$ cat src/rtl/mux4to1_arbiter.sv
// Round-robin arbiter sharing a 4:1 result mux, bounded bursts per grant.
// Grant one cycle after request, seamless handover; Ready low stalls the owner without revoking it.

module mux4to1 #(
  parameter int WIDTH = 32
) (
  input  logic [1:0]       sel,
  input  logic [WIDTH-1:0] r0,
  input  logic [WIDTH-1:0] r1,
  input  logic [WIDTH-1:0] r2,
  input  logic [WIDTH-1:0] r3,
  output logic [WIDTH-1:0] y
);
  always_comb begin
    case (sel)
      2'd0:    y = r0;
      2'd1:    y = r1;
      2'd2:    y = r2;
      default: y = r3;
    endcase
  end
endmodule

module mux4to1_arbiter #(
  parameter int WIDTH     = 32,
  parameter int MAX_BURST = 4
) (
  input  logic             clk,
  input  logic             rst,
  input  logic [3:0]       Req,
  input  logic [WIDTH-1:0] R0,
  input  logic [WIDTH-1:0] R1,
  input  logic [WIDTH-1:0] R2,
  input  logic [WIDTH-1:0] R3,
  input  logic             Ready,
  output logic [3:0]       Grant,
  output logic [1:0]       Selector,
  output logic [WIDTH-1:0] Result,
  output logic             Valid,
  output logic             Busy
);
  typedef enum logic {IDLE, GRANT} state_t;

  state_t     state, state_n;
  logic [3:0] grant_n;
  logic [1:0] sel_n, last, last_n;
  logic [3:0] count, count_n;
  logic       xfer, release_c;
  logic [1:0] winner;

  // First requester at or after last+1, wrapping, with last itself checked last.
  function automatic logic [1:0] pick(input logic [3:0] req, input logic [1:0] from);
    logic [1:0] idx;
    pick = from;
    for (int k = 4; k >= 1; k--) begin
      idx = from + 2'(k);
      if (req[idx]) pick = idx;
    end
  endfunction

  mux4to1 #(.WIDTH(WIDTH)) u_mux (
    .sel (Selector),
    .r0  (R0),
    .r1  (R1),
    .r2  (R2),
    .r3  (R3),
    .y   (Result)
  );

  assign Busy      = (state == GRANT);
  assign Valid     = Busy && Req[Selector];
  assign xfer      = Valid && Ready;
  assign release_c = !Req[Selector] || (xfer && (count == 4'(MAX_BURST - 1)));
  // On release the priority pointer moves to the outgoing owner before re-arbitrating.
  assign winner    = pick(Req, (state == GRANT) ? Selector : last);

  always_comb begin
    state_n = state;
    grant_n = Grant;
    sel_n   = Selector;
    last_n  = last;
    count_n = count;
    case (state)
      IDLE: begin
        grant_n = 4'b0000;
        if (|Req) begin
          state_n = GRANT;
          grant_n = 4'b0001 << winner;
          sel_n   = winner;
          count_n = 4'd0;
        end
      end
      default: begin
        if (release_c) begin
          last_n  = Selector;
          count_n = 4'd0;
          if (|Req) begin
            grant_n = 4'b0001 << winner;
            sel_n   = winner;
          end else begin
            state_n = IDLE;
            grant_n = 4'b0000;
          end
        end else if (xfer) begin
          count_n = count + 4'd1;
        end
      end
    endcase
  end

  always_ff @(posedge clk) begin
    if (rst) begin
      state    <= IDLE;
      Grant    <= 4'b0000;
      Selector <= 2'b00;
      last     <= 2'd3;
      count    <= 4'd0;
    end else begin
      state    <= state_n;
      Grant    <= grant_n;
      Selector <= sel_n;
      last     <= last_n;
      count    <= count_n;
    end
  end
endmodule

$ cat config.mk
export PLATFORM = sky130hd
export DESIGN_NAME = mux4to1_arbiter
export DESIGN_NICKNAME = d
export VERILOG_FILES = /design/src/rtl/mux4to1_arbiter.sv
export SDC_FILE = /design/constraint.sdc
export NUM_CORES = 1
export LEC_CHECK = 0
export CORE_MARGIN = 1
export CORE_UTILIZATION = 24
export CTS_CLUSTER_SIZE = 14
export DETAILED_ROUTE_END_ITERATION = 10
export GPL_ROUTABILITY_DRIVEN = 1
export PLACE_DENSITY = 0.8
export SYNTH_ARGS = -nofsm -noshare
export SYNTH_HDL_FRONTEND = slang
export SYNTH_SLANG_ARGS = --single-unit
$ cat constraint.sdc
create_clock -name clk -period 2.1 [get_ports clk]
set_clock_uncertainty 0.15 [all_clocks]
set_input_delay 0.42 -clock clk [delete_from_list [all_inputs] [get_ports clk]]
set_output_delay 0.42 -clock clk [all_outputs]
set_load 0.02 [all_outputs]
run_1/flops_by_reg.png
Other sequential cells in the stronger grey, the rest of the logic in the fainter grey.
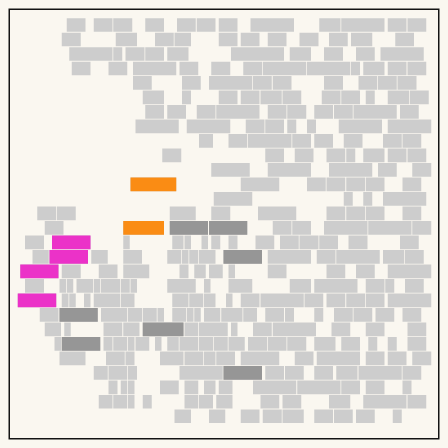
colour	signal	sequential cells
orange	`Selector`	2
magenta	`Grant`	4

run_1/wires.png
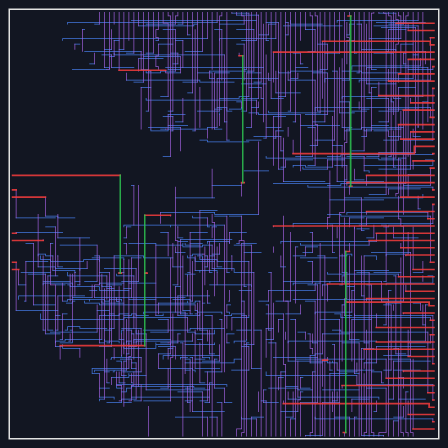
colour	layer	wire length
green	metal 4	133 µm
purple	metal 2	3810 µm
red	metal 3	523 µm
blue	metal 1	2590 µm

run_1/io_placement.png
Pins as bars across the die edge, other pins in grey.
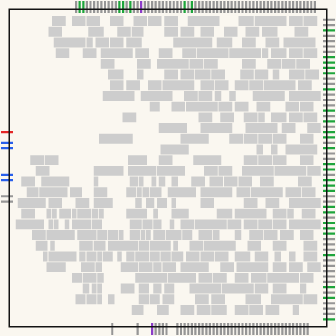
colour	port	pins	direction	edge
green	`R1`	32	input	25 east, 7 north
purple	`Selector`	2	output	1 north, 1 south
red	`clk`	1	input	west
blue	`Grant`	4	output	west

run_1/logic_types.png
The bar under the picture is 20 µm long.
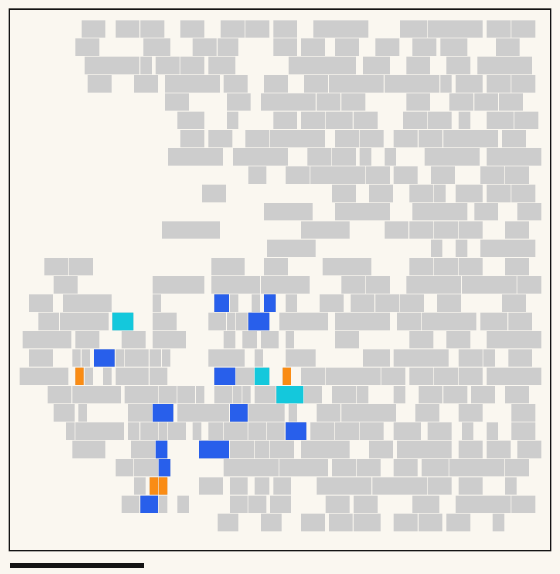
colour	family	cells
orange	inv cells	4
blue	aoi and oai cells	12
cyan	and/or cells	3

==> flow_metrics.py, run 1 <==
# Generated from Yosys and OpenROAD reports
metrics = {
    "run_status": {
        "run_status": "finished, violations left",
        "violations": "setup timing",
    },
    "yosys": {
        "yosys-dominant-comb-family": "multiplexers",
        "synthesis.area_um2": 1473,
        "enable_flop_cells": 0,
        "syn_area_per_cell_um2": 11.97,
        "synthMostInstantiatedCell": "mux4_2",
        "synthesis.instances": 123,
        "ys_sh_mux_pct": 56.92,
        "syn_nets": 259,
        "synth-area-yosys_um2": 1473,
        "yosys.area.top_type_share_pct": 50.47,
        "asyncSetResetFlopFracSynth_pct": 0,
        "post_synth_most_frequent_cells": "33 x mux4_2, 13 x dfxtp_1, 10 x nand2_1, 10 x nor2_1, 8 x mux2i_1",
        "ys_seq_share_pct": 17.67,
        "xor_share_pct": 0,
        "ys_sh_adder_pct": 0.8496,
        "synth_simple_gate_area_share_pct": 11.05,
        "synthTopCellsByArea": "mux4_2 50%, dfxtp_1 18%, mux2i_1 5.4%",
        "compound_area_share_pct": 9.516,
        "yosysUniqueCellTypes": 32,
        "synthFlopType": "dfxtp_1",
        "yosysWarningCount": 0,
        "top_area_cell": "mux4_2",
        "yosys_cells": 123,
    },
    "final_timing": {
        "fin_hold_ws_ns": 0.3365,
        "final.setup.tns_ns": -0.2369,
        "finalSetupViolations": 11,
        "clock.fmax_mhz": 465.5,
        "final_min_period_over_clock_period_pct": 102.3,
        "max_slew_margin_pct": 76.82,
        "setup_ws_ns": -0.04837,
        "worst_pin_slew_ns": 0.3476,
        "fin_crit_ns": 2.148,
        "rsz0062_at_grt": "true",
        "final_max_slew_viol_count": 0,
    },
    "pwr": {
        "switching_fraction_of_total_power_pct": 37.03,
        "net-switching-power_w": 0.0007786,
        "power.total_w": 0.002103,
        "power.group.top": "combinational logic",
        "comb_group_w": 0.00156,
        "fraction_of_power_consumed_by_combinational_cells_pct": 74.3,
        "reg_power_share_pct": 14.9,
        "max-vdd-ir-drop_uv": 476.3,
        "clk_pwr_w": 0.000225,
        "leakagePower_nw": 1.371,
        "seq_pwr_w": 0.000314,
    },
    "floorplan": {
        "floorplan.tapcells": 75,
        "io_pins": 175,
        "chipWidth_um": 80.34,
        "fp.dieH_um": 80.34,
        "coreArea_um2": 5921,
        "die_area_um2": 6454,
        "fp_util_pct": 24.87,
        "std_cell_rows": 28,
    },
    "finish": {
        "num_antenna_cells": 0,
        "fin_area_um2": 3541,
        "final_cell_utilization_of_the_core_pct": 59.81,
        "nets": 452,
        "area.share.sequential_pct": 7.527,
        "nNonClkInverters": 4,
        "final-nonclk-buf-share_pct": 54.81,
        "layout.area.top_class": "non-clock buffers",
        "biggestRegsByFlops": "Grant x4, count x4",
        "flops": 13,
        "seqCellArea_um2": 266.5,
        "layoutNonFillerInstCount": 390,
        "area.growth.synth_to_final_pct": 140.4,
        "drive_above_1_share_pct": 33.33,
        "nFillCells": 498,
        "area.share.combinational_pct": 33.32,
        "clock_buffer_count": 4,
        "clockNetworkAreaShare_pct": 1.272,
        "nNonClkBuffers": 198,
        "num-multi-input-gates": 96,
    },
    "detailed_routing": {
        "detail-route-antenna-nets": 0,
        "m1WireLength_um": 2588,
        "vias_per_cell": 4.851,
        "dr_total_vias": 1892,
        "detail_route.drc_violations": 0,
        "wire_per_inst_um": 18.08,
        "met3_wirelength_from_detailed_routing_um": 522,
        "routed-wl-met2_um": 3808,
        "sum_of_routed_wire_length_over_all_layers_um": 7051,
        "drt_first_pass_iters": 4,
        "route.top_layer_used": "met4",
        "drt-initial-drc-count": 41,
    },
    "clock_tree": {
        "clock_tree.htree_level_count": 1,
        "cts.repair.resized": 140,
        "worstSkewPairLatency_ns": 0.25,
        "clock_sink_count": 13,
        "cts_tree": "done",
        "path_clk_slew_ns": 0.06,
        "cts-hold-fix-buffers": 0,
        "postCtsSetupRepairBufs": 1,
        "cts_root_buf": "clkbuf_8",
        "deepest_clock_path_buffer_count": 2,
    },
    "global_routing": {
        "global_route.usage.met1_pct": 22.36,
        "via_count_of_the_first_global_routing_pass": 1975,
        "wire_length_of_the_first_global_routing_pass_um": 9970,
        "grt_max_degree": 22,
        "grt_util_all_layers_pct": 20.69,
        "number_of_antenna_violations_at_the_first_check_in_global_routing": 0,
        "globalRoute.totalOverflow": 0,
        "use_met2_pct": 39.15,
        "grtUsageMet3_pct": 5.000,
        "global_route.peak_usage_layer": "met2",
    },
    "worst_setup_path": {
        "worst-endpoint-required_ns": 2.14,
        "cp-endpoint": "count[1]$_SDFFE_PP0P_",
        "timing.rr.end": "count[1]$_SDFFE_PP0P_",
        "regToRegSetupSlack_ns": -0.05,
        "depth_of_the_worst_register_to_register_path": 6,
        "timing.rr.start": "Selector[0]$_SDFFE_PP0P_",
        "timing.critical_path.arrival_ns": 2.18,
        "critPathLaunchType": "flop",
        "timing.critical_path.to_type": "flop",
        "cp-startpoint": "Selector[0]$_SDFFE_PP0P_",
        "setup.worst_path.class": "flop to flop",
        "path_max_fanout": 5,
    },
    "placed_design": {
        "detailed_place_hpwl_um": 5887,
        "place_congestion": 0.8408,
        "place_worst_setup_slack_ns": -0.3703,
        "placedCellCount": 382,
        "dpl-instance-area_um2": 3455,
        "placement.io_buffers": 174,
    },
    "min_path": {
        "hold_crit_endpoint": "Grant[3]$_SDFFE_PP0P_",
        "hold_depth": 1,
        "min_path_type": "flop to flop",
        "min_from": "Grant[3]$_SDFFE_PP0P_",
    },
    "run": {
        "max_cap_viols": 0,
    },
}
==> run 1: critical path, cell delays in order (launching register included) <==
cell	delay, ns
dfxtp_4	0.41
buf_8	0.14
mux4_2	0.50
nor2b_1	0.15
mux2_4	0.26
or3_4	0.37
a21oi_2	0.12
==> run 1: cell usage in the layout, fill, tap and decap left out, types with 2 or more instances in the layout <==
cell,n
buf_6,16
dlygate4sd2_1,5
a221o_1,2
nand2_1,10
mux2i_1,7
nand3_1,3
a21oi_1,2
nor2b_1,2
dfxtp_2,2
nor3_1,3
clkdlybuf4s50_1,136
inv_1,4
a21oi_2,2
mux4_2,33
dfxtp_1,10
a22o_1,2
buf_12,5
nor2_1,10
clkbuf_8,3
o2bb2ai_1,2
buf_4,17
buf_2,17
run_1/clocks.png
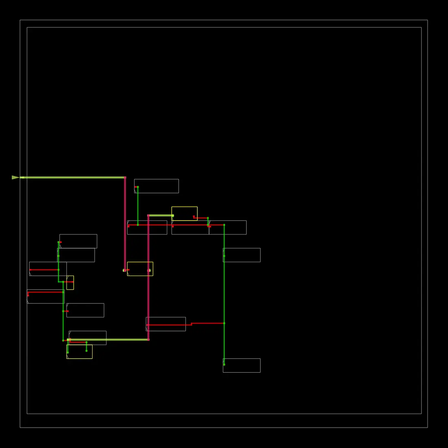

## Run 2: what changed since run 1
Settings changed: CORE_ASPECT_RATIO from default to 1.75.
run_2/clocks.png
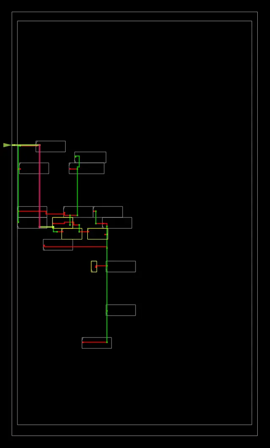
CTS buffer count: 3
Clk. pwr: 0.000216 W
insertion delay to the later sink of the worst-skew pair: 0.23 ns
number of flip-flops and latches: 13

run_2/io_placement.png
Pins as bars across the die edge, other pins in grey.
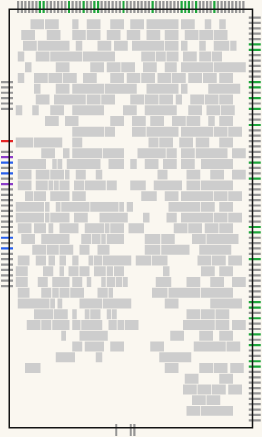
colour	port	pins	direction	edge
red	`clk`	1	input	west
blue	`Grant`	4	output	west
purple	`Selector`	2	output	west
green	`R1`	32	input	19 east, 13 north
all pins by edge	76 east, 63 north, 33 west, 3 south

==> flow_metrics.py, run 2 <==
# Generated from Yosys and OpenROAD reports
metrics = {
    "run_status": {
        "run_status": "finished, violations left",
        "violations": "setup timing",
    },
    "worst_setup_path": {
        "timing.critical_path.to_type": "flop",
        "regToRegSetupSlack_ns": -0.09,
        "cp-endpoint": "count[1]$_SDFFE_PP0P_",
        "critPathTopFamily": "multiplexers",
        "timing.rr.start": "Selector[0]$_SDFFE_PP0P_",
        "critical_path.n_buffers_inverters": 1,
        "critical-path-max-stage-delay_ns": 0.52,
        "timing.critical_path.slowest_stage_cell": "mux4_2",
        "cp-startpoint": "Selector[0]$_SDFFE_PP0P_",
        "setup.worst_path.class": "flop to flop",
        "depth_of_the_worst_register_to_register_path": 6,
        "timing.critical_path.arrival_ns": 2.21,
        "critPathLaunchType": "flop",
        "path_max_fanout": 5,
        "worst-endpoint-required_ns": 2.12,
    },
    "yosys": {
        "syn_area_per_cell_um2": 11.97,
        "top_area_cell": "mux4_2",
        "yosysWarningCount": 0,
        "synthesis.area_um2": 1473,
        "synthTopCellsByArea": "mux4_2 50%, dfxtp_1 18%, mux2i_1 5.4%",
        "synthFlopType": "dfxtp_1",
        "asyncSetResetFlopFracSynth_pct": 0,
        "post_synth_most_frequent_cells": "33 x mux4_2, 13 x dfxtp_1, 10 x nand2_1, 10 x nor2_1, 8 x mux2i_1",
        "synthMostInstantiatedCell": "mux4_2",
        "yosys.area.top_type_share_pct": 50.47,
        "enable_flop_cells": 0,
        "yosys_cells": 123,
    },
    "final_timing": {
        "final_min_period_over_clock_period_pct": 104.2,
        "finalSetupViolations": 8,
        "max_slew_margin_pct": 71.79,
        "final.setup.tns_ns": -0.2931,
        "rsz0062_at_grt": "true",
        "worst_pin_slew_ns": 0.4196,
        "clock.fmax_mhz": 457.1,
        "setup_ws_ns": -0.08753,
    },
    "clock_tree": {
        "clock_tree.htree_level_count": 1,
        "deepest_clock_path_buffer_count": 2,
        "path_clk_slew_ns": 0.05,
        "cts_root_buf": "clkbuf_8",
        "clock_sink_count": 13,
    },
    "min_path": {
        "hold_depth": 1,
        "min_path_type": "flop to flop",
        "min_from": "Grant[2]$_SDFFE_PP0P_",
    },
    "floorplan": {
        "die_area_um2": 6466,
        "std_cell_rows": 37,
        "fp.dieH_um": 105.6,
        "io_pins": 175,
    },
    "detailed_routing": {
        "wire_per_inst_um": 20.19,
        "detail_route.drc_violations": 0,
        "drt_first_pass_iters": 4,
        "vias_per_cell": 4.952,
        "detail-route-antenna-nets": 0,
        "m1WireLength_um": 2687,
        "sum_of_routed_wire_length_over_all_layers_um": 8016,
        "routed-wl-met2_um": 3956,
        "drt-initial-drc-count": 103,
    },
    "pwr": {
        "fraction_of_power_consumed_by_combinational_cells_pct": 74.7,
        "max-vdd-ir-drop_uv": 615.9,
        "power.total_w": 0.002103,
        "leakagePower_nw": 1.389,
        "reg_power_share_pct": 15.0,
        "seq_pwr_w": 0.000316,
        "comb_group_w": 0.00157,
    },
    "global_routing": {
        "number_of_antenna_violations_at_the_first_check_in_global_routing": 0,
        "global_route.usage.met1_pct": 23.43,
        "grtUsageMet3_pct": 11.29,
        "grt_max_degree": 14,
        "use_met2_pct": 40.99,
        "global_route.peak_usage_layer": "met2",
        "globalRoute.totalOverflow": 0,
        "wire_length_of_the_first_global_routing_pass_um": 10890,
        "grt_util_all_layers_pct": 23.10,
        "via_count_of_the_first_global_routing_pass": 2146,
    },
    "placed_design": {
        "detailed_place_hpwl_um": 6751,
        "placedCellCount": 385,
        "place_congestion": 0.8873,
        "placement.io_buffers": 174,
    },
    "finish": {
        "drive_above_1_share_pct": 34.17,
        "layoutNonFillerInstCount": 397,
        "layout.cells.most_common": "clkdlybuf4s50_1",
        "nets": 456,
        "area.growth.synth_to_final_pct": 139.6,
        "nFillCells": 499,
        "fin_area_um2": 3528,
    },
    "run": {
        "max_cap_viols": 0,
    },
}
[run 2: cells by family after synthesis]
group                      Yosys count  synth area share [%]
adders and majority gates            1                0.8495
AOI/OAI and AO/OA                   18                 9.517
buffers and inverters               14                 3.992
DFF                                 13                 17.67
and+or+nand+nor                     35                 11.05
muxes                               42                 56.92
[run 2: timing repair]
action	in CTS	in global routing
cloned	0	0
hold buffers	0	0
gates resized	162	15
pin swaps	2	4
setup endpoints to repair	39	34
buffers inserted	7	1
[run 2: final cells by class]
class / instances / area share, %
Timing Repair Buffer: 202 / 54.08
Multi-Input combinational cell: 96 / 33.94
Sequential cell: 13 / 7.518
Tap cell: 78 / 2.766
Clock buffer: 4 / 1.277
Inverter: 4 / 0.4255
Power and IR drop assume default switching activity.
